Run 1, register map, names as in the netlist:
Scale: 3 px per um. Other sequential cells in the stronger gray, the rest of the logic in the fainter gray.
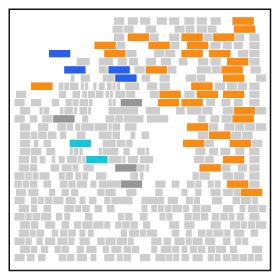
Run 1, clock wires, drivers and flops:
Scale: 4 px per um.
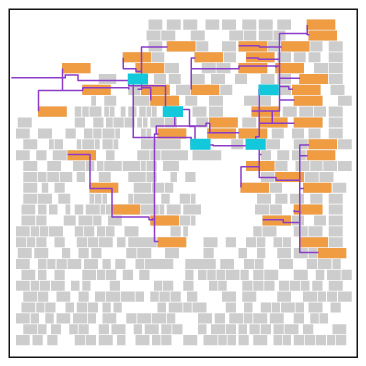
Run 1, M3 wires:
Scale: 3 px per um.
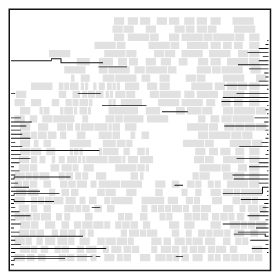
**src/rtl/mem_port_initiator_if.sv**
```systemverilog
// Bundle of the core-side request/response handshake and the RAM data-port
// signals used by mem_port_initiator.
// master: the initiator's view. slave: the core plus RAM environment's view.
interface mem_port_initiator_if;
    // Core request channel
    logic        req_valid;
    logic        req_ready;
    logic        req_we;
    logic [31:0] req_addr;
    logic [31:0] req_wdata;
    logic [1:0]  req_mode;

    // Core response channel and pipeline stall
    logic        rsp_valid;
    logic        rsp_ready;
    logic [31:0] rsp_rdata;
    logic        rsp_fault;
    logic        stall;

    // RAM second (data) port
    logic        ram_idle;
    logic        port2en;
    logic        port2WEn;
    logic [31:0] port2adr;
    logic [31:0] port2i;
    logic [1:0]  memMode;
    logic [31:0] port2o;
    logic        port2avail;

    modport master (
        input  req_valid, req_we, req_addr, req_wdata, req_mode,
        output req_ready,
        output rsp_valid, rsp_rdata, rsp_fault, stall,
        input  rsp_ready,
        input  ram_idle, port2o, port2avail,
        output port2en, port2WEn, port2adr, port2i, memMode
    );

    modport slave (
        output req_valid, req_we, req_addr, req_wdata, req_mode,
        input  req_ready,
        input  rsp_valid, rsp_rdata, rsp_fault, stall,
        output rsp_ready,
        output ram_idle, port2o, port2avail,
        input  port2en, port2WEn, port2adr, port2i, memMode
    );
endinterface

```
**src/rtl/mem_port_initiator.sv**
```systemverilog
// CPU-side initiator for the RAM data port. Accepts one load/store at a time,
// rejects misaligned/illegal accesses, issues aligned ones while the RAM sits
// in its fetch state, then tracks the RAM's load or read-rewrite store and
// returns a held valid/ready response. Stalls the pipeline while busy.
module mem_port_initiator #(
    parameter int LOAD_TIMEOUT = 8,
    parameter int STORE_CYCLES = 2
) (
    input  logic                clk,
    input  logic                reset,
    mem_port_initiator_if.master bus
);

    typedef enum logic [1:0] {
        IDLE,
        LOAD_WAIT,
        STORE_WAIT,
        RESP
    } state_t;

    localparam int TW = $clog2(LOAD_TIMEOUT + 1);
    localparam int SW = $clog2(STORE_CYCLES + 1);
    localparam logic [TW-1:0] TMO_LAST   = TW'(LOAD_TIMEOUT - 1);
    localparam logic [SW-1:0] STORE_LAST = SW'(STORE_CYCLES - 1);

    state_t        state;
    logic [TW-1:0] tmo_cnt;
    logic [SW-1:0] st_cnt;
    logic          aligned;
    logic          in_idle;
    logic          accept;

    // Alignment of the incoming request for its access width.
    always_comb begin
        // NOTE: every always_comb output gets a default first so no path leaves it unassigned (no latch).
        aligned = 1'b0;
        case (bus.req_mode)
            2'd0:    aligned = (bus.req_addr[1:0] == 2'b00);
            2'd1:    aligned = (bus.req_addr[0] == 1'b0);
            2'd2:    aligned = 1'b1;
            default: aligned = 1'b0;
        endcase
    end

    // Combinational handshake, stall and RAM issue; everything forced low in reset.
    always_comb begin
        in_idle       = (state == IDLE) && !reset;
        bus.req_ready = in_idle && bus.ram_idle;
        accept        = bus.req_ready && bus.req_valid;
        bus.port2en   = accept && aligned;
        bus.port2WEn  = in_idle ? bus.req_we    : 1'b0;
        bus.port2adr  = in_idle ? bus.req_addr  : 32'h0;
        bus.port2i    = in_idle ? bus.req_wdata : 32'h0;
        bus.memMode   = in_idle ? bus.req_mode  : 2'd0;
        bus.stall     = !reset &&
                        ((bus.req_valid && !(state == IDLE && bus.ram_idle)) ||
                         (state != IDLE));
    end

    // Access FSM with registered response; reset drops any pending response.
    always_ff @(posedge clk) begin
        // NOTE: sequential state uses non-blocking (<=) so all registers update from pre-edge values.
        if (reset) begin
            state         <= IDLE;
            tmo_cnt       <= '0;
            st_cnt        <= '0;
            bus.rsp_valid <= 1'b0;
            bus.rsp_rdata <= 32'h0;
            bus.rsp_fault <= 1'b0;
        end else begin
            case (state)
                IDLE: begin
                    if (accept) begin
                        if (!aligned) begin
                            bus.rsp_valid <= 1'b1;
                            bus.rsp_fault <= 1'b1;
                            bus.rsp_rdata <= 32'h0;
                            state         <= RESP;
                        end else if (bus.req_we) begin
                            st_cnt <= '0;
                            state  <= STORE_WAIT;
                        end else begin
                            tmo_cnt <= '0;
                            state   <= LOAD_WAIT;
                        end
                    end
                end

                LOAD_WAIT: begin
                    // Data arriving in the expiry cycle still wins over the timeout.
                    if (bus.port2avail) begin
                        bus.rsp_valid <= 1'b1;
                        bus.rsp_fault <= 1'b0;
                        bus.rsp_rdata <= bus.port2o;
                        state         <= RESP;
                    end else if (tmo_cnt == TMO_LAST) begin
                        bus.rsp_valid <= 1'b1;
                        bus.rsp_fault <= 1'b1;
                        bus.rsp_rdata <= 32'h0;
                        state         <= RESP;
                    end else begin
                        tmo_cnt <= tmo_cnt + 1'b1;
                    end
                end

                STORE_WAIT: begin
                    // The RAM is busy reading and rewriting; port2avail is not meaningful here.
                    if (st_cnt == STORE_LAST) begin
                        bus.rsp_valid <= 1'b1;
                        bus.rsp_fault <= 1'b0;
                        bus.rsp_rdata <= 32'h0;
                        state         <= RESP;
                    end else begin
                        st_cnt <= st_cnt + 1'b1;
                    end
                end

                RESP: begin
                    if (bus.rsp_ready) begin
                        bus.rsp_valid <= 1'b0;
                        state         <= IDLE;
                    end
                end

                default: state <= IDLE;
            endcase
        end
    end

endmodule

```
**src/flat_wrapper.sv**
```systemverilog
// flat-port wrapper written by rule: the top's interface ports become plain ports
module mem_port_initiator_flat 
#(
    parameter int LOAD_TIMEOUT = 8,
    parameter int STORE_CYCLES = 2
)
  (clk, reset, bus_req_valid, bus_req_we, bus_req_addr, bus_req_wdata, bus_req_mode, bus_req_ready, bus_rsp_valid, bus_rsp_rdata, bus_rsp_fault, bus_stall, bus_rsp_ready, bus_ram_idle, bus_port2o, bus_port2avail, bus_port2en, bus_port2WEn, bus_port2adr, bus_port2i, bus_memMode);
  mem_port_initiator_if bus_i ();
  input  logic clk;
  input  logic reset;
  input wire logic [$bits(bus_i.req_valid)-1:0] bus_req_valid;
  input wire logic [$bits(bus_i.req_we)-1:0] bus_req_we;
  input wire logic [$bits(bus_i.req_addr)-1:0] bus_req_addr;
  input wire logic [$bits(bus_i.req_wdata)-1:0] bus_req_wdata;
  input wire logic [$bits(bus_i.req_mode)-1:0] bus_req_mode;
  output wire logic [$bits(bus_i.req_ready)-1:0] bus_req_ready;
  output wire logic [$bits(bus_i.rsp_valid)-1:0] bus_rsp_valid;
  output wire logic [$bits(bus_i.rsp_rdata)-1:0] bus_rsp_rdata;
  output wire logic [$bits(bus_i.rsp_fault)-1:0] bus_rsp_fault;
  output wire logic [$bits(bus_i.stall)-1:0] bus_stall;
  input wire logic [$bits(bus_i.rsp_ready)-1:0] bus_rsp_ready;
  input wire logic [$bits(bus_i.ram_idle)-1:0] bus_ram_idle;
  input wire logic [$bits(bus_i.port2o)-1:0] bus_port2o;
  input wire logic [$bits(bus_i.port2avail)-1:0] bus_port2avail;
  output wire logic [$bits(bus_i.port2en)-1:0] bus_port2en;
  output wire logic [$bits(bus_i.port2WEn)-1:0] bus_port2WEn;
  output wire logic [$bits(bus_i.port2adr)-1:0] bus_port2adr;
  output wire logic [$bits(bus_i.port2i)-1:0] bus_port2i;
  output wire logic [$bits(bus_i.memMode)-1:0] bus_memMode;
  assign bus_i.req_valid = bus_req_valid;
  assign bus_i.req_we = bus_req_we;
  assign bus_i.req_addr = bus_req_addr;
  assign bus_i.req_wdata = bus_req_wdata;
  assign bus_i.req_mode = bus_req_mode;
  assign bus_req_ready = bus_i.req_ready;
  assign bus_rsp_valid = bus_i.rsp_valid;
  assign bus_rsp_rdata = bus_i.rsp_rdata;
  assign bus_rsp_fault = bus_i.rsp_fault;
  assign bus_stall = bus_i.stall;
  assign bus_i.rsp_ready = bus_rsp_ready;
  assign bus_i.ram_idle = bus_ram_idle;
  assign bus_i.port2o = bus_port2o;
  assign bus_i.port2avail = bus_port2avail;
  assign bus_port2en = bus_i.port2en;
  assign bus_port2WEn = bus_i.port2WEn;
  assign bus_port2adr = bus_i.port2adr;
  assign bus_port2i = bus_i.port2i;
  assign bus_memMode = bus_i.memMode;
  mem_port_initiator #(.LOAD_TIMEOUT(LOAD_TIMEOUT), .STORE_CYCLES(STORE_CYCLES)) u_core (.clk(clk), .reset(reset), .bus(bus_i));
endmodule
```
**config.mk**
```make
export PLATFORM = sky130hd
export DESIGN_NAME = mem_port_initiator_flat
export DESIGN_NICKNAME = d
export VERILOG_FILES = /design/src/rtl/mem_port_initiator_if.sv /design/src/rtl/mem_port_initiator.sv /design/src/flat_wrapper.sv
export SDC_FILE = /design/constraint.sdc
export NUM_CORES = 1
export LEC_CHECK = 0
export CAP_MARGIN = 20
export CORE_UTILIZATION = 31
export CTS_BUF_LIST = sky130_fd_sc_hd__clkbuf_8 sky130_fd_sc_hd__clkbuf_16
export CTS_CLUSTER_SIZE = 16
export DETAILED_ROUTE_END_ITERATION = 8
export GPL_ROUTABILITY_DRIVEN = 0
export PLACE_DENSITY = 0.82
export SLEW_MARGIN = 20
export SYNTH_ARGS = -nofsm -noshare
export SYNTH_HDL_FRONTEND = slang
export SYNTH_SLANG_ARGS = --single-unit
```
**constraint.sdc**
```tcl
create_clock -name clk -period 2.7 [get_ports clk]
set_input_delay 0.54 -clock clk [delete_from_list [all_inputs] [get_ports clk]]
set_output_delay 0.54 -clock clk [all_outputs]
set_load 0.03 [all_outputs]
```
==> flow_summary.html, run 1 <==
<h2>Implementation results</h2>
<table>
<tr><th>Metric</th><th>Value</th></tr>
<tr><th colspan="2">Global route</th></tr>
<tr><td>Number of antenna violations at the first check in global routing</td><td>0</td></tr>
<tr><td>Vias in the first global route</td><td>2388</td></tr>
<tr><td>Met1 usage</td><td>26.5%</td></tr>
<tr><td>Global-route wire length before repair</td><td>12200 um</td></tr>
<tr><td>Total routing resource utilization after global routing</td><td>20.9%</td></tr>
<tr><td>Layer carrying the most global-route usage</td><td>met2</td></tr>
<tr><td>Largest net degree at the start of global routing</td><td>42</td></tr>
<tr><td>Global route overflow</td><td>0</td></tr>
<tr><td>Fraction of met2 tracks used by global routing</td><td>34.6%</td></tr>
<tr><th colspan="2">Placement</th></tr>
<tr><td>Post-Place Cell Area</td><td>4300 um^2</td></tr>
<tr><td>Number of buffers added on ports</td><td>208</td></tr>
<tr><td>Minimum setup slack after placement</td><td>0.135 ns</td></tr>
<tr><td>Number of cells after detailed placement</td><td>540</td></tr>
<tr><td>Half-perimeter wire length after detailed placement</td><td>6450 um</td></tr>
<tr><th colspan="2">Drt</th></tr>
<tr><td>Number of antenna-violating nets in the routed design</td><td>0</td></tr>
<tr><td>Top metal layer carrying routed signals</td><td>met4</td></tr>
<tr><td>Via count normalized by instance count</td><td>4.59</td></tr>
<tr><td>Met3 wirelength from detailed routing</td><td>615 um</td></tr>
<tr><td>M1 wire length</td><td>3400 um</td></tr>
<tr><td>Number of optimization iterations in the first detailed-route pass</td><td>5</td></tr>
<tr><td>Initial drt markers</td><td>75</td></tr>
<tr><td>Routed length on met2</td><td>3850 um</td></tr>
<tr><th colspan="2">Clocking</th></tr>
<tr><td>H-tree Lvls</td><td>2</td></tr>
<tr><td>PostCTS Resize Cnt</td><td>0</td></tr>
<tr><td>Clk Latency, worst-skew pair</td><td>0.29 ns</td></tr>
<tr><td>TritonCTS clock tree</td><td>built</td></tr>
<tr><td>Number of clock buffers inserted by TritonCTS</td><td>5</td></tr>
<tr><td>Number of buffers on the longest clock path</td><td>2</td></tr>
<tr><td>Number of hold buffers added after CTS</td><td>0</td></tr>
<tr><td>Number of buffers added for setup after CTS</td><td>0</td></tr>
<tr><td>Clk slew on worst S/H paths</td><td>0.08 ns</td></tr>
<tr><td>Clock tree root driver cell</td><td>clkbuf_8</td></tr>
<tr><th colspan="2">Cells and area</th></tr>
<tr><td>Biggest area consumer among cell classes</td><td>non-clock buffers</td></tr>
<tr><td>Non-clock buffer contribution to total cell area</td><td>45.9%</td></tr>
<tr><td>Post-route cell area</td><td>4400 um^2</td></tr>
<tr><td>Area growth from synthesis to final layout</td><td>98.3%</td></tr>
<tr><td>Biggest regs</td><td>u_core.bus.rsp_rdata x32, u_core.tmo_cnt x4</td></tr>
<tr><td>Logic share of the area</td><td>29.5%</td></tr>
<tr><td>Number of nets in the finished design</td><td>564</td></tr>
<tr><td>Number of sequential cells</td><td>42</td></tr>
<tr><td>Inverter count</td><td>7</td></tr>
<tr><td>Number of inserted diodes</td><td>0</td></tr>
<tr><td>Register ranked first by flip-flop count</td><td>u_core.bus.rsp_rdata</td></tr>
<tr><td>Final-layout clock buffer total</td><td>5</td></tr>
<tr><td>Number of flip-flops under the largest register name</td><td>32</td></tr>
<tr><td>Nonclk buf count</td><td>218</td></tr>
<tr><td>Non-filler cells in the finished layout</td><td>548</td></tr>
<tr><td>End-of-flow core utilization</td><td>64.1%</td></tr>
<tr><td>Most numerous logic cell after layout</td><td>clkdlybuf4s50_1</td></tr>
<tr><td>Area taken by multi-input logic gates</td><td>1300 um^2</td></tr>
<tr><td>Multi-input combinational cell count</td><td>177</td></tr>
<tr><th colspan="2">Timing</th></tr>
<tr><td>Cycle use final</td><td>94.8%</td></tr>
<tr><td>Finish-stage setup viols</td><td>0</td></tr>
<tr><td>Number of pins with negative max-slew slack in the final report</td><td>0</td></tr>
<tr><td>Final critical path time including I/O delays and setup</td><td>2.56 ns</td></tr>
<tr><td>Worst path setup slack after routing</td><td>0.139 ns</td></tr>
<tr><td>Setup total negative slack</td><td>0 ns</td></tr>
<tr><td>Clock Skew</td><td>0.0106 ns</td></tr>
<tr><td>Upper clock frequency limit</td><td>390 MHz</td></tr>
<tr><td>Relative slew slack</td><td>54.5%</td></tr>
<tr><td>Worst-margin pin slew</td><td>0.682 ns</td></tr>
<tr><td>Hold Vio Cnt, Final</td><td>0</td></tr>
<tr><td>Post-route worst hold slack</td><td>0.482 ns</td></tr>
<tr><td>Unrepaired setup endpoints after global routing</td><td>false</td></tr>
<tr><th colspan="2">Worst setup path</th></tr>
<tr><td>Most repeated library cell on the critical path</td><td>clkdlybuf4s50_1</td></tr>
<tr><td>Crit path depth</td><td>4</td></tr>
<tr><td>Type of origin of the critical path</td><td>primary input</td></tr>
<tr><td>Cell-by-cell trace of the critical path</td><td>clkdlybuf4s50_1 &gt; nand2b_1 &gt; a21oi_1 &gt; clkdlybuf4s50_1</td></tr>
<tr><td>CP bufs+invs</td><td>2</td></tr>
<tr><td>Reg2reg end</td><td>u_core.tmo_cnt[3]</td></tr>
<tr><td>Max incr delay on CP</td><td>0.69 ns</td></tr>
<tr><td>Worst R2R Path Depth</td><td>7</td></tr>
<tr><td>Worst reg2reg path startpoint</td><td>u_core.state[0]</td></tr>
<tr><td>Setup crit end kind</td><td>output pin</td></tr>
<tr><td>Worst Setup SP</td><td>bus_ram_idle</td></tr>
<tr><td>Slowest stage cell, crit path</td><td>clkdlybuf4s50_1</td></tr>
<tr><td>Largest fanout on the critical path</td><td>6</td></tr>
<tr><td>Type of the setup path with the least slack</td><td>in -&gt; out</td></tr>
<tr><td>Last element of the critical path</td><td>bus_stall</td></tr>
<tr><td>Family with the most delay on the worst path</td><td>buffers and inverters</td></tr>
<tr><td>Required time at the worst-slack endpoint</td><td>2.16 ns</td></tr>
<tr><td>CP Data Arrival Time</td><td>2.02 ns</td></tr>
<tr><th colspan="2">Pwr</th></tr>
<tr><td>Peak ir drop on the vdd network</td><td>0.390 mV</td></tr>
<tr><td>Logic gate share of total power</td><td>63.5%</td></tr>
<tr><td>Net Sw Frac</td><td>44.9%</td></tr>
<tr><td>LEAKAGE</td><td>1.86 nW</td></tr>
<tr><td>Internal power</td><td>1.68 mW</td></tr>
<tr><td>Top Consumer</td><td>combinational logic</td></tr>
<tr><td>Power per cell area</td><td>694 nW/um^2</td></tr>
<tr><td>Sequential Power Share</td><td>23.0%</td></tr>
<tr><td>Sequential power</td><td>702 uW</td></tr>
<tr><td>Power spent charging and discharging nets</td><td>1.37 mW</td></tr>
<tr><td>Combinational-cell power consumption</td><td>1.94 mW</td></tr>
<tr><td>Power in the clock group</td><td>412 uW</td></tr>
<tr><th colspan="2">Yosys</th></tr>
<tr><td>Most numerous cell types in the synthesized netlist</td><td>and2_1, dfxtp_1, a22o_1, nand2_1, clkbuf_1</td></tr>
<tr><td>Post-Synthesis Cell Area</td><td>2220 um^2</td></tr>
<tr><td>Number of warning messages in the yosys log</td><td>0</td></tr>
<tr><td>Dominant kind of combinational cell</td><td>simple AND/OR/NAND/NOR gates</td></tr>
<tr><td>Synth async-reset ratio</td><td>0%</td></tr>
<tr><td>Number of distinct library cell variants in the gate-level netlist after synthesis</td><td>41</td></tr>
<tr><td>Sequential share of the synthesized area</td><td>37.9%</td></tr>
<tr><td>Synthesis area per yosys</td><td>2220 um^2</td></tr>
<tr><td>Count of library flops with an enable pin</td><td>0</td></tr>
<tr><td>Synthesized-area fraction occupied by adder cells</td><td>4.51%</td></tr>
<tr><td>Synth top area share</td><td>37.9%</td></tr>
<tr><td>Count leader, synth</td><td>and2_1</td></tr>
<tr><td>Total cells reported by yosys after synthesis</td><td>242</td></tr>
<tr><td>Average footprint of a synthesized cell</td><td>9.17 um^2</td></tr>
<tr><td>Post-Synth Simple-Gate Area</td><td>29.7%</td></tr>
<tr><td>Xor and xnor fraction of the mapped netlist area</td><td>0%</td></tr>
<tr><td>Cell accounting for the most synthesized area</td><td>dfxtp_1</td></tr>
<tr><td>Fraction of the mapped netlist area in compound gates</td><td>22.6%</td></tr>
<tr><td>Synthesized netlist net count</td><td>355</td></tr>
<tr><td>Area fraction in mux cells</td><td>0.902%</td></tr>
<tr><td>Dominant Register Cell</td><td>dfxtp_1</td></tr>
<tr><td>Post-Synthesis Cells</td><td>242</td></tr>
<tr><td>Flop and latch count out of synthesis</td><td>42</td></tr>
<tr><th colspan="2">Floorplanning</th></tr>
<tr><td>Die height</td><td>86.6 um</td></tr>
<tr><td>Tap Cells</td><td>96</td></tr>
<tr><td>Core area</td><td>6870 um^2</td></tr>
<tr><td>Site Rows</td><td>30</td></tr>
<tr><td>IO Count</td><td>209</td></tr>
<tr><td>Chip footprint</td><td>7500 um^2</td></tr>
<tr><th colspan="2">Hold path</th></tr>
<tr><td>Hold Crit Endpoint</td><td>u_core.bus.rsp_rdata[8]</td></tr>
<tr><td>Hold path startpoint</td><td>u_core.bus.rsp_rdata[8]</td></tr>
<tr><td>Class of the tightest hold or removal check</td><td>reg -&gt; reg</td></tr>
<tr><td>Worst Hold Depth</td><td>1</td></tr>
<tr><th colspan="2">Flow run</th></tr>
<tr><td>Number of warnings in the stage logs</td><td>31</td></tr>
<tr><th colspan="2">Status</th></tr>
<tr><td>Run status</td><td>completed</td></tr>
</table>
Notes on 'register map, names as in the netlist' above:
legend:
  cyan:
    name_in_the_netlist: u_core.state
    flops: 2
  blue:
    name_in_the_netlist: u_core.tmo_cnt
    flops: 4
  orange:
    name_in_the_netlist: u_core.bus.rsp_rdata
    flops: 32
not colored: 4
flop share of the area: 19.1%
Flop area: 841 um^2

Notes on 'clock wires, drivers and flops' above:
legend:
  orange:
    item: flip-flops
    count: 42
  purple:
    item: clock wires
    length: 481 um
  cyan:
    item: clock drivers
    count: 5
routed clock nets: 6

Notes on 'M3 wires' above:
nets with wire on the layer: 96
share of all routed wire: 7.8%
wire length on this layer: 616 um
longest straight run: 31.5 um
met3 track utilization from global routing: 7.05%
DR vias: 2516
total wirelength of the detailed-routed design: 7930 um

Run 1, routing congestion map:
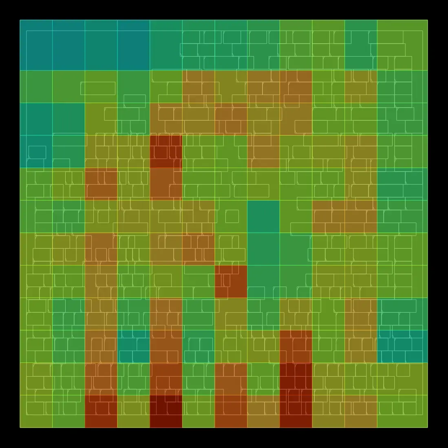

==> run 1 -> run 2 <==
--- a/config.mk
+++ b/config.mk
@@ -12,6 +12,7 @@
 export DETAILED_ROUTE_END_ITERATION = 8
 export GPL_ROUTABILITY_DRIVEN = 0
 export PLACE_DENSITY = 0.82
+export REMOVE_ABC_BUFFERS = 1
 export SLEW_MARGIN = 20
 export SYNTH_ARGS = -nofsm -noshare
 export SYNTH_HDL_FRONTEND = slang
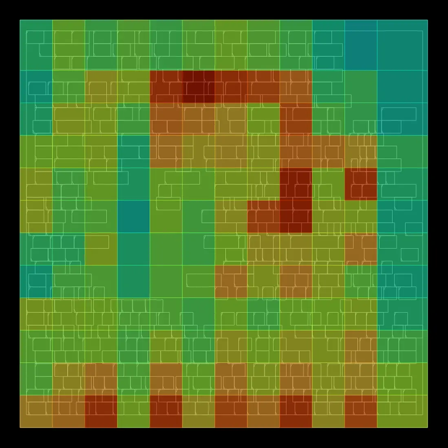
Run 2: routing congestion map
met1 usage: 25.0%
wire length per cell: 14.7 um
met3 track utilization from global routing: 7.33%
layer carrying the most global-route usage: met2

==> run 2 against run 1 <==
Synthesized cell count is the same; fmax decreased by 0.28%; routed wire length up 2.3%; synthesized area did not move; largest cell class unchanged; final area hardly changed; global-route usage shrank 0.32 points; non-clock buffer count is 3 higher; count of clock-buffer cells in the layout stayed put; first-iteration DRC count is 44% higher; sequential share of layout area about the same; core utilization is essentially flat.
==> flow_summary.html, run 2 <==
<h2>Implementation results</h2>
<table>
<tr><th>Metric</th><th>Value</th></tr>
<tr><th colspan="2">Placement</th></tr>
<tr><td>Number of buffers added on ports</td><td>208 (unchanged)</td></tr>
<tr><td>Minimum setup slack after placement</td><td>0.117 ns (was 0.135 ns)</td></tr>
<tr><td>Number of cells after detailed placement</td><td>543 (was 540)</td></tr>
<tr><td>Half-perimeter wire length after detailed placement</td><td>6510 um (was 6450 um)</td></tr>
<tr><td>Post-Place Cell Area</td><td>4300 um^2 (about the same)</td></tr>
<tr><th colspan="2">Yosys</th></tr>
<tr><td>Fraction of the mapped netlist area in compound gates</td><td>22.6% (unchanged)</td></tr>
<tr><td>Sequential share of the synthesized area</td><td>37.9% (unchanged)</td></tr>
<tr><td>Average footprint of a synthesized cell</td><td>9.17 um^2 (unchanged)</td></tr>
<tr><td>Count of library flops with an enable pin</td><td>0 (unchanged)</td></tr>
<tr><td>Number of warning messages in the yosys log</td><td>0 (unchanged)</td></tr>
<tr><td>Cell accounting for the most synthesized area</td><td>dfxtp_1 (unchanged)</td></tr>
<tr><td>Synth async-reset ratio</td><td>0% (unchanged)</td></tr>
<tr><td>Count leader, synth</td><td>and2_1 (unchanged)</td></tr>
<tr><td>Synthesized-area fraction occupied by adder cells</td><td>4.51% (unchanged)</td></tr>
<tr><td>Post-Synthesis Cell Area</td><td>2220 um^2 (unchanged)</td></tr>
<tr><td>Total cells reported by yosys after synthesis</td><td>242 (unchanged)</td></tr>
<tr><td>Area fraction in mux cells</td><td>0.902% (unchanged)</td></tr>
<tr><td>Post-Synth Simple-Gate Area</td><td>29.7% (unchanged)</td></tr>
<tr><td>Dominant Register Cell</td><td>dfxtp_1 (unchanged)</td></tr>
<tr><td>Synthesis area per yosys</td><td>2220 um^2 (unchanged)</td></tr>
<tr><td>Dominant kind of combinational cell</td><td>simple AND/OR/NAND/NOR gates (unchanged)</td></tr>
<tr><td>Number of distinct library cell variants in the gate-level netlist after synthesis</td><td>41 (unchanged)</td></tr>
<tr><td>Post-Synthesis Cells</td><td>242 (unchanged)</td></tr>
<tr><td>Xor and xnor fraction of the mapped netlist area</td><td>0% (unchanged)</td></tr>
<tr><td>Synth top area share</td><td>37.9% (unchanged)</td></tr>
<tr><td>Most numerous cell types in the synthesized netlist</td><td>and2_1, dfxtp_1, a22o_1, nand2_1, clkbuf_1 (unchanged)</td></tr>
<tr><td>Flop and latch count out of synthesis</td><td>42 (unchanged)</td></tr>
<tr><th colspan="2">Cells and area</th></tr>
<tr><td>Number of inserted diodes</td><td>0 (unchanged)</td></tr>
<tr><td>Biggest area consumer among cell classes</td><td>non-clock buffers (unchanged)</td></tr>
<tr><td>Non-clock buffer contribution to total cell area</td><td>45.9% (about the same)</td></tr>
<tr><td>Non-filler cells in the finished layout</td><td>551 (was 548)</td></tr>
<tr><td>Multi-input combinational cell count</td><td>177 (unchanged)</td></tr>
<tr><td>Post-route cell area</td><td>4400 um^2 (about the same)</td></tr>
<tr><td>Logic share of the area</td><td>29.4% (was 29.5%)</td></tr>
<tr><td>Number of sequential cells</td><td>42 (unchanged)</td></tr>
<tr><td>Register ranked first by flip-flop count</td><td>u_core.bus.rsp_rdata (unchanged)</td></tr>
<tr><td>Flop area</td><td>842 um^2 (was 841 um^2)</td></tr>
<tr><td>Biggest regs</td><td>u_core.bus.rsp_rdata x32, u_core.tmo_cnt x4 (unchanged)</td></tr>
<tr><td>Area taken by multi-input logic gates</td><td>1290 um^2 (was 1300 um^2)</td></tr>
<tr><td>Clock Network Area Fraction</td><td>2.13% (about the same)</td></tr>
<tr><td>Number of flip-flops under the largest register name</td><td>32 (unchanged)</td></tr>
<tr><td>Most numerous logic cell after layout</td><td>clkdlybuf4s50_1 (unchanged)</td></tr>
<tr><td>Area growth from synthesis to final layout</td><td>98.1% (was 98.3%)</td></tr>
<tr><td>Final-layout clock buffer total</td><td>5 (unchanged)</td></tr>
<tr><td>Nonclk buf count</td><td>221 (was 218)</td></tr>
<tr><td>Flop share of the area</td><td>19.1% (about the same)</td></tr>
<tr><td>Fraction of layout cells with a size suffix above 1</td><td>22.2% (was 21.5%)</td></tr>
<tr><td>End-of-flow core utilization</td><td>64.0% (was 64.1%)</td></tr>
<tr><td>Number of nets in the finished design</td><td>567 (was 564)</td></tr>
<tr><td>Inverter count</td><td>7 (unchanged)</td></tr>
<tr><td>Leading cell types in the layout, fill and taps excluded</td><td>clkdlybuf4s50_1, buf_4, and2_1, dfxtp_1, a22o_1 (unchanged)</td></tr>
<tr><th colspan="2">Global route</th></tr>
<tr><td>Fraction of met2 tracks used by global routing</td><td>35.0% (was 34.6%)</td></tr>
<tr><td>Total routing resource utilization after global routing</td><td>20.6% (was 20.9%)</td></tr>
<tr><td>Global route overflow</td><td>0 (unchanged)</td></tr>
<tr><td>Vias in the first global route</td><td>2354 (was 2388)</td></tr>
<tr><td>Global-route wire length before repair</td><td>11900 um (was 12200 um)</td></tr>
<tr><td>Largest net degree at the start of global routing</td><td>46 (was 42)</td></tr>
<tr><td>Number of antenna violations at the first check in global routing</td><td>0 (unchanged)</td></tr>
<tr><th colspan="2">Timing</th></tr>
<tr><td>Unrepaired setup endpoints after global routing</td><td>false (unchanged)</td></tr>
<tr><td>Number of pins with negative max-slew slack in the final report</td><td>0 (unchanged)</td></tr>
<tr><td>Setup total negative slack</td><td>0 ns (unchanged)</td></tr>
<tr><td>Hold Vio Cnt, Final</td><td>0 (unchanged)</td></tr>
<tr><td>Worst path setup slack after routing</td><td>0.132 ns (was 0.139 ns)</td></tr>
<tr><td>Cycle use final</td><td>95.1% (was 94.8%)</td></tr>
<tr><td>Worst-margin pin slew</td><td>0.696 ns (was 0.682 ns)</td></tr>
<tr><td>Upper clock frequency limit</td><td>389 MHz (was 390 MHz)</td></tr>
<tr><td>Relative slew slack</td><td>53.5% (was 54.5%)</td></tr>
<tr><td>Post-route worst hold slack</td><td>0.472 ns (was 0.482 ns)</td></tr>
<tr><td>Finish-stage setup viols</td><td>0 (unchanged)</td></tr>
<tr><td>Final critical path time including I/O delays and setup</td><td>2.57 ns (was 2.56 ns)</td></tr>
<tr><th colspan="2">Worst setup path</th></tr>
<tr><td>Reg2reg end</td><td>u_core.st_cnt[1] (was u_core.tmo_cnt[3])</td></tr>
<tr><td>Max incr delay on CP</td><td>0.41 ns (was 0.69 ns)</td></tr>
<tr><td>Slowest stage cell, crit path</td><td>dfxtp_1 (was clkdlybuf4s50_1)</td></tr>
<tr><td>Crit path depth</td><td>7 (was 4)</td></tr>
<tr><td>Type of origin of the critical path</td><td>flop (was primary input)</td></tr>
<tr><td>CP bufs+invs</td><td>4 (was 2)</td></tr>
<tr><td>CP Data Arrival Time</td><td>2.03 ns (was 2.02 ns)</td></tr>
<tr><td>Setup crit end kind</td><td>output pin (unchanged)</td></tr>
<tr><td>Most repeated library cell on the critical path</td><td>buf_4 (was clkdlybuf4s50_1)</td></tr>
<tr><td>Cell-by-cell trace of the critical path</td><td>inv_1 &gt; ha_1 &gt; buf_4 &gt; and2b_2 &gt; buf_6 &gt; and2_1 &gt; buf_4 (was clkdlybuf4s50_1 &gt; nand2b_1 &gt; a21oi_1 &gt; clkdlybuf4s50_1)</td></tr>
<tr><td>Family with the most delay on the worst path</td><td>buffers and inverters (unchanged)</td></tr>
<tr><td>Setup slack of the most critical reg-to-reg path</td><td>0.43 ns (was 0.52 ns)</td></tr>
<tr><td>Type of the setup path with the least slack</td><td>reg -&gt; out (was in -&gt; out)</td></tr>
<tr><td>Worst R2R Path Depth</td><td>9 (was 7)</td></tr>
<tr><td>Worst reg2reg path startpoint</td><td>u_core.state[1] (was u_core.state[0])</td></tr>
<tr><td>Required time at the worst-slack endpoint</td><td>2.16 ns (about the same)</td></tr>
<tr><td>Largest fanout on the critical path</td><td>45 (was 6)</td></tr>
<tr><td>Worst Setup SP</td><td>u_core.state[1] (was bus_ram_idle)</td></tr>
<tr><td>Last element of the critical path</td><td>bus_port2adr[1] (was bus_stall)</td></tr>
<tr><th colspan="2">Status</th></tr>
<tr><td>Run status</td><td>completed (unchanged)</td></tr>
<tr><th colspan="2">Drt</th></tr>
<tr><td>Number of remaining DRC errors</td><td>0 (unchanged)</td></tr>
<tr><td>Top metal layer carrying routed signals</td><td>met4 (unchanged)</td></tr>
<tr><td>Routed length on met2</td><td>4040 um (was 3850 um)</td></tr>
<tr><td>Met3 wirelength from detailed routing</td><td>611 um (was 615 um)</td></tr>
<tr><td>DR vias</td><td>2503 (was 2516)</td></tr>
<tr><td>Number of antenna-violating nets in the routed design</td><td>0 (unchanged)</td></tr>
<tr><td>Via count normalized by instance count</td><td>4.54 (was 4.59)</td></tr>
<tr><td>Number of optimization iterations in the first detailed-route pass</td><td>4 (was 5)</td></tr>
<tr><td>M1 wire length</td><td>3410 um (was 3400 um)</td></tr>
<tr><td>Total wirelength of the detailed-routed design</td><td>8110 um (was 7930 um)</td></tr>
<tr><td>Initial drt markers</td><td>108 (was 75)</td></tr>
<tr><th colspan="2">Pwr</th></tr>
<tr><td>Sequential Power Share</td><td>23.0% (about the same)</td></tr>
<tr><td>Power in the clock group</td><td>435 uW (was 412 uW)</td></tr>
<tr><td>LEAKAGE</td><td>1.87 nW (was 1.86 nW)</td></tr>
<tr><td>Top Consumer</td><td>combinational logic (unchanged)</td></tr>
<tr><td>Internal power</td><td>1.67 mW (was 1.68 mW)</td></tr>
<tr><td>Power spent charging and discharging nets</td><td>1.39 mW (was 1.37 mW)</td></tr>
<tr><td>Power per cell area</td><td>694 nW/um^2 (about the same)</td></tr>
<tr><td>Logic gate share of total power</td><td>62.7% (was 63.5%)</td></tr>
<tr><td>Combinational-cell power consumption</td><td>1.92 mW (was 1.94 mW)</td></tr>
<tr><td>Peak ir drop on the vdd network</td><td>0.334 mV (was 0.390 mV)</td></tr>
<tr><td>Sequential power</td><td>703 uW (was 702 uW)</td></tr>
<tr><td>Net Sw Frac</td><td>45.4% (was 44.9%)</td></tr>
<tr><th colspan="2">Clocking</th></tr>
<tr><td>PostCTS Resize Cnt</td><td>0 (unchanged)</td></tr>
<tr><td>Number of buffers on the longest clock path</td><td>2 (unchanged)</td></tr>
<tr><td>TritonCTS clock tree</td><td>built (unchanged)</td></tr>
<tr><td>Clock net sink count</td><td>42 (unchanged)</td></tr>
<tr><td>Number of buffers added for setup after CTS</td><td>0 (unchanged)</td></tr>
<tr><td>H-tree Lvls</td><td>2 (unchanged)</td></tr>
<tr><td>Number of clock buffers inserted by TritonCTS</td><td>5 (unchanged)</td></tr>
<tr><td>Number of hold buffers added after CTS</td><td>0 (unchanged)</td></tr>
<tr><td>Clk slew on worst S/H paths</td><td>0.09 ns (was 0.08 ns)</td></tr>
<tr><td>Clock tree root driver cell</td><td>clkbuf_8 (unchanged)</td></tr>
<tr><th colspan="2">Floorplanning</th></tr>
<tr><td>Tap Cells</td><td>96 (unchanged)</td></tr>
<tr><td>Die height</td><td>86.6 um (unchanged)</td></tr>
<tr><td>Fraction of the core area occupied by cells at floorplan</td><td>32.3% (unchanged)</td></tr>
<tr><td>Core area</td><td>6870 um^2 (unchanged)</td></tr>
<tr><td>Site Rows</td><td>30 (unchanged)</td></tr>
<tr><td>Chip footprint</td><td>7500 um^2 (unchanged)</td></tr>
<tr><td>IO Count</td><td>209 (unchanged)</td></tr>
<tr><th colspan="2">Hold path</th></tr>
<tr><td>Hold Crit Endpoint</td><td>u_core.bus.rsp_valid (was u_core.bus.rsp_rdata[8])</td></tr>
<tr><td>Class of the tightest hold or removal check</td><td>reg -&gt; reg (unchanged)</td></tr>
<tr><td>Hold path startpoint</td><td>u_core.bus.rsp_valid (was u_core.bus.rsp_rdata[8])</td></tr>
<tr><td>Worst Hold Depth</td><td>2 (was 1)</td></tr>
<tr><th colspan="2">Flow run</th></tr>
<tr><td>Total of max-cap violations</td><td>0 (unchanged)</td></tr>
<tr><td>Number of warnings in the stage logs</td><td>30 (was 31)</td></tr>
</table>
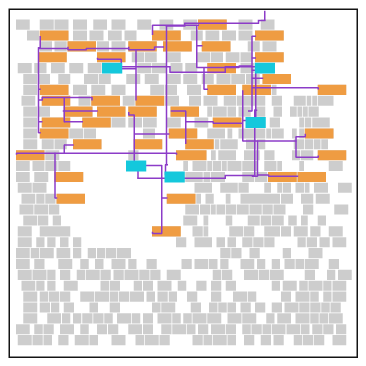
Run 2: clock wires, drivers and flops
Scale: 4 px per um.
legend:
  orange:
    item: flip-flops
    count: 42
  purple:
    item: clock wires
    length: 587 um
  cyan:
    item: clock drivers
    count: 5
routed clock nets: 6
Clk Latency, worst-skew pair: 0.31 ns
Clock Skew: 0.00768 ns

Run 2, M3 wires:
Scale: 3 px per um.
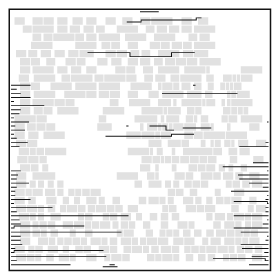

==> run 2 -> run 3 <==
--- a/config.mk
+++ b/config.mk
@@ -6,6 +6,7 @@
 export NUM_CORES = 1
 export LEC_CHECK = 0
 export CAP_MARGIN = 20
+export CORE_MARGIN = 5
 export CORE_UTILIZATION = 31
 export CTS_BUF_LIST = sky130_fd_sc_hd__clkbuf_8 sky130_fd_sc_hd__clkbuf_16
 export CTS_CLUSTER_SIZE = 16
==> constraint.sdc (replaced) <==
create_clock -name clk -period 2.7 [get_ports clk]
set_input_delay 0.27 -clock clk [delete_from_list [all_inputs] [get_ports clk]]
set_output_delay 0.27 -clock clk [all_outputs]
set_load 0.03 [all_outputs]
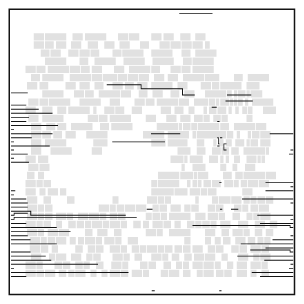
Run 3: M3 wires
Scale: 3 px per um.
main direction: horizontal
nets with wire on the layer: 71
share of all routed wire: 7.8%

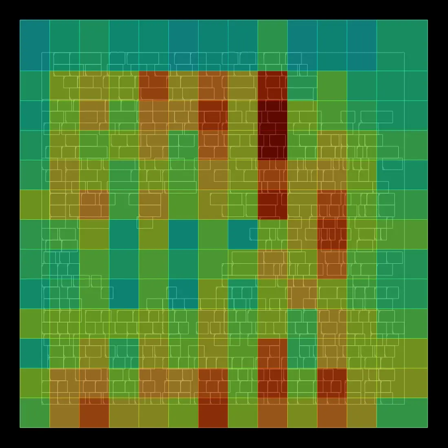
Run 3: routing congestion map
wire length per cell: 16.2 um
met3 track utilization from global routing: 6.69%

==> run 3 against run 2 <==
Fmax rose by 4.4%; via count down 0.36%; core utilization decreased by 0.56 points; largest power group unchanged; highest routed layer unchanged.
==> flow_summary.html, run 3 <==
<h2>Implementation results</h2>
<table>
<tr><th>Metric</th><th>Value</th></tr>
<tr><th colspan="2">Status</th></tr>
<tr><td>Run status</td><td>completed (unchanged)</td></tr>
<tr><th colspan="2">Pwr</th></tr>
<tr><td>Logic gate share of total power</td><td>63.4% (was 62.7%)</td></tr>
<tr><td>Power spent charging and discharging nets</td><td>1.35 mW (was 1.39 mW)</td></tr>
<tr><td>Sequential power</td><td>703 uW (about the same)</td></tr>
<tr><td>Net Sw Frac</td><td>45.2% (was 45.4%)</td></tr>
<tr><td>Peak ir drop on the vdd network</td><td>0.363 mV (was 0.334 mV)</td></tr>
<tr><td>LEAKAGE</td><td>1.85 nW (was 1.87 nW)</td></tr>
<tr><td>Power in the clock group</td><td>392 uW (was 435 uW)</td></tr>
<tr><td>Sequential Power Share</td><td>23.5% (was 23.0%)</td></tr>
<tr><td>Combinational-cell power consumption</td><td>1.90 mW (was 1.92 mW)</td></tr>
<tr><td>Internal power</td><td>1.64 mW (was 1.67 mW)</td></tr>
<tr><td>Top Consumer</td><td>combinational logic (unchanged)</td></tr>
<tr><th colspan="2">Floorplanning</th></tr>
<tr><td>IO Count</td><td>209 (unchanged)</td></tr>
<tr><td>Site Rows</td><td>30 (unchanged)</td></tr>
<tr><td>Fraction of the core area occupied by cells at floorplan</td><td>32.3% (unchanged)</td></tr>
<tr><td>Die height</td><td>94.6 um (was 86.6 um)</td></tr>
<tr><td>Chip footprint</td><td>8950 um^2 (was 7500 um^2)</td></tr>
<tr><td>Tap Cells</td><td>96 (unchanged)</td></tr>
<tr><td>Core area</td><td>6870 um^2 (unchanged)</td></tr>
<tr><th colspan="2">Placement</th></tr>
<tr><td>Post-Place Cell Area</td><td>4270 um^2 (was 4300 um^2)</td></tr>
<tr><td>Half-perimeter wire length after detailed placement</td><td>7370 um (was 6510 um)</td></tr>
<tr><td>Number of cells after detailed placement</td><td>536 (was 543)</td></tr>
<tr><th colspan="2">Worst setup path</th></tr>
<tr><td>CP Data Arrival Time</td><td>2.19 ns (was 2.03 ns)</td></tr>
<tr><td>Largest fanout on the critical path</td><td>56 (was 45)</td></tr>
<tr><td>Worst R2R Path Depth</td><td>7 (was 9)</td></tr>
<tr><td>Reg2reg end</td><td>u_core.tmo_cnt[3] (was u_core.st_cnt[1])</td></tr>
<tr><td>Cell-by-cell trace of the critical path</td><td>inv_1 &gt; ha_1 &gt; and2b_2 &gt; buf_6 &gt; and4_1 &gt; buf_4 (was inv_1 &gt; ha_1 &gt; buf_4 &gt; and2b_2 &gt; buf_6 &gt; and2_1 &gt; buf_4)</td></tr>
<tr><td>Type of the setup path with the least slack</td><td>reg -&gt; out (unchanged)</td></tr>
<tr><td>Required time at the worst-slack endpoint</td><td>2.43 ns (was 2.16 ns)</td></tr>
<tr><td>Crit path depth</td><td>6 (was 7)</td></tr>
<tr><td>CP bufs+invs</td><td>3 (was 4)</td></tr>
<tr><td>Setup slack of the most critical reg-to-reg path</td><td>0.44 ns (was 0.43 ns)</td></tr>
<tr><td>Setup crit end kind</td><td>output pin (unchanged)</td></tr>
<tr><td>Family with the most delay on the worst path</td><td>buffers and inverters (unchanged)</td></tr>
<tr><td>Type of origin of the critical path</td><td>flop (unchanged)</td></tr>
<tr><td>Worst Setup SP</td><td>u_core.state[0] (was u_core.state[1])</td></tr>
<tr><td>Worst reg2reg path startpoint</td><td>u_core.state[0] (was u_core.state[1])</td></tr>
<tr><th colspan="2">Global route</th></tr>
<tr><td>Number of antenna violations at the first check in global routing</td><td>0 (unchanged)</td></tr>
<tr><td>Fraction of met2 tracks used by global routing</td><td>35.2% (was 35.0%)</td></tr>
<tr><td>Layer carrying the most global-route usage</td><td>met2 (unchanged)</td></tr>
<tr><td>Largest net degree at the start of global routing</td><td>57 (was 46)</td></tr>
<tr><td>Met1 usage</td><td>20.0% (was 25.0%)</td></tr>
<tr><td>Vias in the first global route</td><td>2327 (was 2354)</td></tr>
<tr><td>Global-route wire length before repair</td><td>12900 um (was 11900 um)</td></tr>
<tr><td>Total routing resource utilization after global routing</td><td>18.8% (was 20.6%)</td></tr>
<tr><th colspan="2">Cells and area</th></tr>
<tr><td>Number of nets in the finished design</td><td>560 (was 567)</td></tr>
<tr><td>Number of sequential cells</td><td>42 (unchanged)</td></tr>
<tr><td>Area taken by multi-input logic gates</td><td>1290 um^2 (about the same)</td></tr>
<tr><td>Number of inserted diodes</td><td>0 (unchanged)</td></tr>
<tr><td>Inverter count</td><td>7 (unchanged)</td></tr>
<tr><td>Flop share of the area</td><td>19.3% (was 19.1%)</td></tr>
<tr><td>Non-clock buffer contribution to total cell area</td><td>45.8% (was 45.9%)</td></tr>
<tr><td>Nonclk buf count</td><td>214 (was 221)</td></tr>
<tr><td>Fraction of layout cells with a size suffix above 1</td><td>20.3% (was 22.2%)</td></tr>
<tr><td>Final-layout clock buffer total</td><td>5 (unchanged)</td></tr>
<tr><td>Clock Network Area Fraction</td><td>1.98% (was 2.13%)</td></tr>
<tr><td>Post-route cell area</td><td>4360 um^2 (was 4400 um^2)</td></tr>
<tr><td>Multi-input combinational cell count</td><td>177 (unchanged)</td></tr>
<tr><td>Biggest area consumer among cell classes</td><td>non-clock buffers (unchanged)</td></tr>
<tr><td>Logic share of the area</td><td>29.6% (was 29.4%)</td></tr>
<tr><td>End-of-flow core utilization</td><td>63.5% (was 64.0%)</td></tr>
<tr><td>Flop area</td><td>841 um^2 (was 842 um^2)</td></tr>
<tr><td>Register ranked first by flip-flop count</td><td>u_core.bus.rsp_rdata (unchanged)</td></tr>
<tr><td>Number of flip-flops under the largest register name</td><td>32 (unchanged)</td></tr>
<tr><td>Non-filler cells in the finished layout</td><td>544 (was 551)</td></tr>
<tr><td>Area growth from synthesis to final layout</td><td>96.4% (was 98.1%)</td></tr>
<tr><td>Leading cell types in the layout, fill and taps excluded</td><td>clkdlybuf4s50_1, buf_4, and2_1, dfxtp_1, a22o_1 (unchanged)</td></tr>
<tr><th colspan="2">Timing</th></tr>
<tr><td>Cycle use final</td><td>91.1% (was 95.1%)</td></tr>
<tr><td>Upper clock frequency limit</td><td>407 MHz (was 389 MHz)</td></tr>
<tr><td>Post-route worst hold slack</td><td>0.470 ns (was 0.472 ns)</td></tr>
<tr><td>Setup total negative slack</td><td>0 ns (unchanged)</td></tr>
<tr><td>Finish-stage setup viols</td><td>0 (unchanged)</td></tr>
<tr><td>Clock Skew</td><td>0.00668 ns (was 0.00768 ns)</td></tr>
<tr><td>Relative slew slack</td><td>74.5% (was 53.5%)</td></tr>
<tr><td>Worst path setup slack after routing</td><td>0.241 ns (was 0.132 ns)</td></tr>
<tr><td>Hold Vio Cnt, Final</td><td>0 (unchanged)</td></tr>
<tr><td>Number of pins with negative max-slew slack in the final report</td><td>0 (unchanged)</td></tr>
<tr><th colspan="2">Clocking</th></tr>
<tr><td>H-tree Lvls</td><td>2 (unchanged)</td></tr>
<tr><td>Clk Latency, worst-skew pair</td><td>0.29 ns (was 0.31 ns)</td></tr>
<tr><td>Clock net sink count</td><td>42 (unchanged)</td></tr>
<tr><td>Clk slew on worst S/H paths</td><td>0.07 ns (was 0.09 ns)</td></tr>
<tr><td>TritonCTS clock tree</td><td>built (unchanged)</td></tr>
<tr><td>PostCTS Resize Cnt</td><td>0 (unchanged)</td></tr>
<tr><td>Number of buffers added for setup after CTS</td><td>0 (unchanged)</td></tr>
<tr><td>Clock tree root driver cell</td><td>clkbuf_8 (unchanged)</td></tr>
<tr><td>Number of buffers on the longest clock path</td><td>2 (unchanged)</td></tr>
<tr><td>Number of hold buffers added after CTS</td><td>0 (unchanged)</td></tr>
<tr><td>Number of clock buffers inserted by TritonCTS</td><td>5 (unchanged)</td></tr>
<tr><th colspan="2">Flow run</th></tr>
<tr><td>Number of warnings in the stage logs</td><td>30 (unchanged)</td></tr>
<tr><td>Total of max-cap violations</td><td>0 (unchanged)</td></tr>
<tr><th colspan="2">Yosys</th></tr>
<tr><td>Post-Synthesis Cells</td><td>242 (unchanged)</td></tr>
<tr><td>Average footprint of a synthesized cell</td><td>9.17 um^2 (unchanged)</td></tr>
<tr><td>Synth top area share</td><td>37.9% (unchanged)</td></tr>
<tr><td>Flop and latch count out of synthesis</td><td>42 (unchanged)</td></tr>
<tr><td>Post-Synthesis Cell Area</td><td>2220 um^2 (unchanged)</td></tr>
<tr><td>Post-Synth Simple-Gate Area</td><td>29.7% (unchanged)</td></tr>
<tr><td>Number of distinct library cell variants in the gate-level netlist after synthesis</td><td>41 (unchanged)</td></tr>
<tr><td>Synthesis area per yosys</td><td>2220 um^2 (unchanged)</td></tr>
<tr><td>Most numerous cell types in the synthesized netlist</td><td>and2_1, dfxtp_1, a22o_1, nand2_1, clkbuf_1 (unchanged)</td></tr>
<tr><td>Dominant kind of combinational cell</td><td>simple AND/OR/NAND/NOR gates (unchanged)</td></tr>
<tr><td>Dominant Register Cell</td><td>dfxtp_1 (unchanged)</td></tr>
<tr><td>Cell accounting for the most synthesized area</td><td>dfxtp_1 (unchanged)</td></tr>
<tr><td>Sequential share of the synthesized area</td><td>37.9% (unchanged)</td></tr>
<tr><td>Number of warning messages in the yosys log</td><td>0 (unchanged)</td></tr>
<tr><td>Fraction of the mapped netlist area in compound gates</td><td>22.6% (unchanged)</td></tr>
<tr><td>Synthesized-area fraction occupied by adder cells</td><td>4.51% (unchanged)</td></tr>
<tr><td>Total cells reported by yosys after synthesis</td><td>242 (unchanged)</td></tr>
<tr><td>Xor and xnor fraction of the mapped netlist area</td><td>0% (unchanged)</td></tr>
<tr><td>Synth async-reset ratio</td><td>0% (unchanged)</td></tr>
<tr><th colspan="2">Drt</th></tr>
<tr><td>Top metal layer carrying routed signals</td><td>met4 (unchanged)</td></tr>
<tr><td>Met3 wirelength from detailed routing</td><td>683 um (was 611 um)</td></tr>
<tr><td>M1 wire length</td><td>3250 um (was 3410 um)</td></tr>
<tr><td>Number of antenna-violating nets in the routed design</td><td>0 (unchanged)</td></tr>
<tr><td>Number of optimization iterations in the first detailed-route pass</td><td>4 (unchanged)</td></tr>
<tr><td>Initial drt markers</td><td>75 (was 108)</td></tr>
<tr><td>Routed length on met2</td><td>4740 um (was 4040 um)</td></tr>
<tr><td>Total wirelength of the detailed-routed design</td><td>8820 um (was 8110 um)</td></tr>
<tr><td>Via count normalized by instance count</td><td>4.58 (was 4.54)</td></tr>
<tr><td>DR vias</td><td>2494 (was 2503)</td></tr>
<tr><th colspan="2">Hold path</th></tr>
<tr><td>Hold path startpoint</td><td>u_core.bus.rsp_valid (unchanged)</td></tr>
<tr><td>Class of the tightest hold or removal check</td><td>reg -&gt; reg (unchanged)</td></tr>
<tr><td>Worst Hold Depth</td><td>2 (unchanged)</td></tr>
<tr><td>Hold Crit Endpoint</td><td>u_core.bus.rsp_valid (unchanged)</td></tr>
</table>
Power is estimated from default activity; no workload was simulated.
